Figure 1. Selected gate families.
(3 px per um)
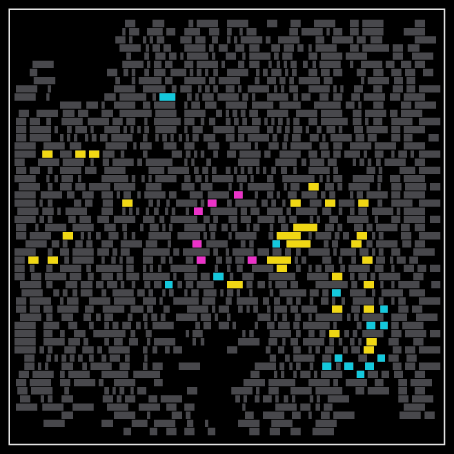
Figure 2. Signal wires by layer.
(2 px per um) Only two layers are drawn.
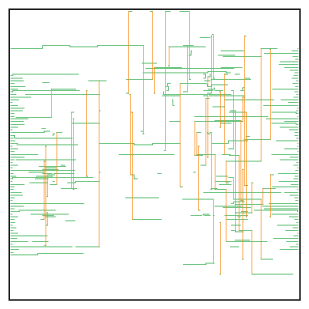
**src/rtl/load_store_unit.sv**
```systemverilog
// Memory-access / write-back stage: RV32I loads and stores over a req/gnt/rvalid bus,
// with regfile write-back and a done/err handshake back to the controller.
module load_store_unit #(
    parameter int TIMEOUT = 255
) (
    input  logic        clk,
    input  logic        rst,
    input  logic        start,
    input  logic [6:0]  opcode,
    input  logic [2:0]  func3,
    input  logic        wb_reg,
    input  logic [4:0]  rd_num,
    input  logic [31:0] alu_out,
    input  logic [31:0] rs2_data,
    output logic        wb_enable,
    output logic [4:0]  wb_rd_num,
    output logic [31:0] wb_rd_data,
    output logic        done,
    output logic        err,
    output logic        mem_req,
    output logic        mem_we,
    output logic [31:0] mem_addr,
    output logic [3:0]  mem_be,
    output logic [31:0] mem_wdata,
    input  logic        mem_gnt,
    input  logic        mem_rvalid,
    input  logic [31:0] mem_rdata
);

    typedef enum logic [1:0] {
        IDLE,
        REQ,
        WAIT,
        DONE
    } state_t;

    localparam logic [6:0] OP_LOAD  = 7'b0000011;
    localparam logic [6:0] OP_STORE = 7'b0100011;
    localparam logic [7:0] LAST_WAIT_COUNT = 8'(TIMEOUT - 1);

    state_t      r_state;
    state_t      w_next;

    logic        r_isStore;
    logic [2:0]  r_func3;
    logic        r_wbReg;
    logic [4:0]  r_rdNum;
    logic [31:0] r_addr;
    logic [31:0] r_wdata;
    logic [3:0]  r_be;
    logic [31:0] r_result;
    logic        r_err;
    logic [7:0]  r_count;

    logic        w_isLoad;
    logic        w_isStore;
    logic        w_func3Ok;
    logic        w_misaligned;
    logic        w_decodeErr;
    logic [3:0]  w_be;
    logic [31:0] w_wdata;
    logic [7:0]  w_loadByte;
    logic [15:0] w_loadHalf;
    logic [31:0] w_loadData;
    logic        w_timeoutHit;
    logic        w_wbEn;

    // Decode straight from the inputs so the decision is ready at the capture edge.
    always_comb begin
        w_isLoad     = (opcode == OP_LOAD);
        w_isStore    = (opcode == OP_STORE);
        w_func3Ok    = 1'b0;
        w_misaligned = 1'b0;
        if (w_isLoad) begin
            w_func3Ok = (func3 == 3'd0) || (func3 == 3'd1) || (func3 == 3'd2) ||
                        (func3 == 3'd4) || (func3 == 3'd5);
        end else if (w_isStore) begin
            w_func3Ok = (func3 == 3'd0) || (func3 == 3'd1) || (func3 == 3'd2);
        end
        case (func3[1:0])
            2'd1:    w_misaligned = alu_out[0];
            2'd2:    w_misaligned = (alu_out[1:0] != 2'b00);
            default: w_misaligned = 1'b0;
        endcase
        w_decodeErr = (w_isLoad || w_isStore) && (!w_func3Ok || w_misaligned);
    end

    always_comb begin
        w_be    = 4'b0000;
        w_wdata = 32'd0;
        case (func3[1:0])
            2'd0: begin
                w_be    = 4'b0001 << alu_out[1:0];
                w_wdata = {4{rs2_data[7:0]}};
            end
            2'd1: begin
                w_be    = alu_out[1] ? 4'b1100 : 4'b0011;
                w_wdata = {2{rs2_data[15:0]}};
            end
            default: begin
                w_be    = 4'b1111;
                w_wdata = rs2_data;
            end
        endcase
    end

    // Lane extraction uses the captured address against the live response word.
    always_comb begin
        w_loadData = 32'd0;
        case (r_addr[1:0])
            2'd0:    w_loadByte = mem_rdata[7:0];
            2'd1:    w_loadByte = mem_rdata[15:8];
            2'd2:    w_loadByte = mem_rdata[23:16];
            default: w_loadByte = mem_rdata[31:24];
        endcase
        w_loadHalf = r_addr[1] ? mem_rdata[31:16] : mem_rdata[15:0];
        case (r_func3)
            3'd0:    w_loadData = {{24{w_loadByte[7]}}, w_loadByte};
            3'd1:    w_loadData = {{16{w_loadHalf[15]}}, w_loadHalf};
            3'd2:    w_loadData = mem_rdata;
            3'd4:    w_loadData = {24'd0, w_loadByte};
            3'd5:    w_loadData = {16'd0, w_loadHalf};
            default: w_loadData = 32'd0;
        endcase
    end

    assign w_timeoutHit = (r_count == LAST_WAIT_COUNT);

    always_ff @(posedge clk) begin
        if (rst) begin
            r_state <= IDLE;
        end else begin
            r_state <= w_next;
        end
    end

    // A response on the timeout cycle still counts as success.
    always_comb begin
        w_next = r_state;
        case (r_state)
            IDLE: begin
                if (start) begin
                    if (!(w_isLoad || w_isStore) || w_decodeErr) begin
                        w_next = DONE;
                    end else begin
                        w_next = REQ;
                    end
                end
            end
            REQ: begin
                if (mem_gnt) begin
                    w_next = WAIT;
                end
            end
            WAIT: begin
                if (mem_rvalid || w_timeoutHit) begin
                    w_next = DONE;
                end
            end
            DONE:    w_next = IDLE;
            default: w_next = IDLE;
        endcase
    end

    always_ff @(posedge clk) begin
        if (rst) begin
            r_isStore <= 1'b0;
            r_func3   <= 3'd0;
            r_wbReg   <= 1'b0;
            r_rdNum   <= 5'd0;
            r_addr    <= 32'd0;
            r_wdata   <= 32'd0;
            r_be      <= 4'd0;
            r_result  <= 32'd0;
            r_err     <= 1'b0;
            r_count   <= 8'd0;
        end else begin
            case (r_state)
                IDLE: begin
                    if (start) begin
                        r_isStore <= w_isStore;
                        r_func3   <= func3;
                        r_wbReg   <= wb_reg;
                        r_rdNum   <= rd_num;
                        r_addr    <= alu_out;
                        r_wdata   <= w_wdata;
                        r_be      <= w_be;
                        r_result  <= alu_out;
                        r_err     <= w_decodeErr;
                        r_count   <= 8'd0;
                    end
                end
                WAIT: begin
                    if (mem_rvalid) begin
                        r_result <= w_loadData;
                    end else begin
                        r_count <= r_count + 8'd1;
                        if (w_timeoutHit) begin
                            r_err <= 1'b1;
                        end
                    end
                end
                default: begin
                end
            endcase
        end
    end

    assign w_wbEn = (r_state == DONE) && r_wbReg && !r_err && !r_isStore && (r_rdNum != 5'd0);

    always_comb begin
        mem_req    = 1'b0;
        mem_we     = 1'b0;
        mem_addr   = 32'd0;
        mem_be     = 4'd0;
        mem_wdata  = 32'd0;
        done       = 1'b0;
        err        = 1'b0;
        wb_enable  = 1'b0;
        wb_rd_num  = 5'd0;
        wb_rd_data = 32'd0;
        case (r_state)
            REQ: begin
                mem_req   = 1'b1;
                mem_we    = r_isStore;
                mem_addr  = {r_addr[31:2], 2'b00};
                mem_be    = r_be;
                mem_wdata = r_isStore ? r_wdata : 32'd0;
            end
            DONE: begin
                done      = 1'b1;
                err       = r_err;
                wb_enable = w_wbEn;
                if (w_wbEn) begin
                    wb_rd_num  = r_rdNum;
                    wb_rd_data = r_result;
                end
            end
            default: begin
            end
        endcase
    end

endmodule

```
**config.mk**
```make
export PLATFORM = sky130hd
export DESIGN_NAME = load_store_unit
export DESIGN_NICKNAME = d
export VERILOG_FILES = /design/src/rtl/load_store_unit.sv
export SDC_FILE = /design/constraint.sdc
export NUM_CORES = 1
export LEC_CHECK = 0
export ABC_AREA = 0
export CELL_PAD_IN_SITES_DETAIL_PLACEMENT = 1
export CELL_PAD_IN_SITES_GLOBAL_PLACEMENT = 1
export CORE_MARGIN = 1
export CORE_UTILIZATION = 33
export CTS_CLUSTER_DIAMETER = 150
export DETAILED_ROUTE_END_ITERATION = 16
export GPL_TIMING_DRIVEN = 0
export PLACE_DENSITY = 0.85
export SLEW_MARGIN = 20
export SYNTH_ARGS = -nofsm -noshare
export SYNTH_HDL_FRONTEND = slang
export SYNTH_SLANG_ARGS = --single-unit
```
**constraint.sdc**
```tcl
create_clock -name clk -period 2.5 [get_ports clk]
set_input_delay 0.75 -clock clk [delete_from_list [all_inputs] [get_ports clk]]
set_output_delay 0.75 -clock clk [all_outputs]
set_load 0.1 [all_outputs]
```
==> impl_metrics.ini <==
; flow metrics
[worst_hold_path]
whs_endpoint = r_addr[7]

[synthesis]
ys.flops = 121
mux_share = 0.0485
flop_cell = dfxtp_1
synth_async_sr_flop_share = 0
synthXorXnorAreaFrac = 0.00783
edf_count = 0
yosysCellCount = 841

[global_routing]
grt-busiest-layer = met2
met1_usage = 0.340

[timing]
worst_slack_ps = -303
setup_viol = 98
maxSlewHeadroom = 0.498

[pwr]
vdd_drop_max_v = 0.000563
p_per_area_nw_per_um2 = 887
p_int_w = 0.00603

[clock_tree]
cts_setup_buffers = 10
cts-root-buf = clkbuf_16

[setup_path]
crit_path_end = wb_rd_data[9]
path_depth = 5
critPathKind = reg2out
critPathRequiredTime_ps = 1750

[placement]
post-dp-hpwl_um = 21900
dpl-instance-area_sq_um = 9550

[cells_and_area]
nonClkBufAreaFrac = 0.343
seq_area_frac = 0.208
layout_top_cells = 130 x nand2_1, 116 x clkdlybuf4s50_1, 116 x dfxtp_1

[outcome]
status = finished with violations
violations = setup timing

[detailed_routing]
drtIter0Drc = 441
drcViolationCount = 0
route.met2.wl_um = 17800
drt-vias-per-instance = 5.75

[die]
rows = 51
die_w_um = 145

[job]
maxCapViolations = 0
## Picture notes: Figure 1
color	family	cells
magenta	XOR/XNOR gates	6
yellow	multiplexers	27
cyan	AND-OR and OR-AND gates	14

## Picture notes: Figure 2
color	layer	wire length
green	met3	2360 um
orange	met4	1690 um

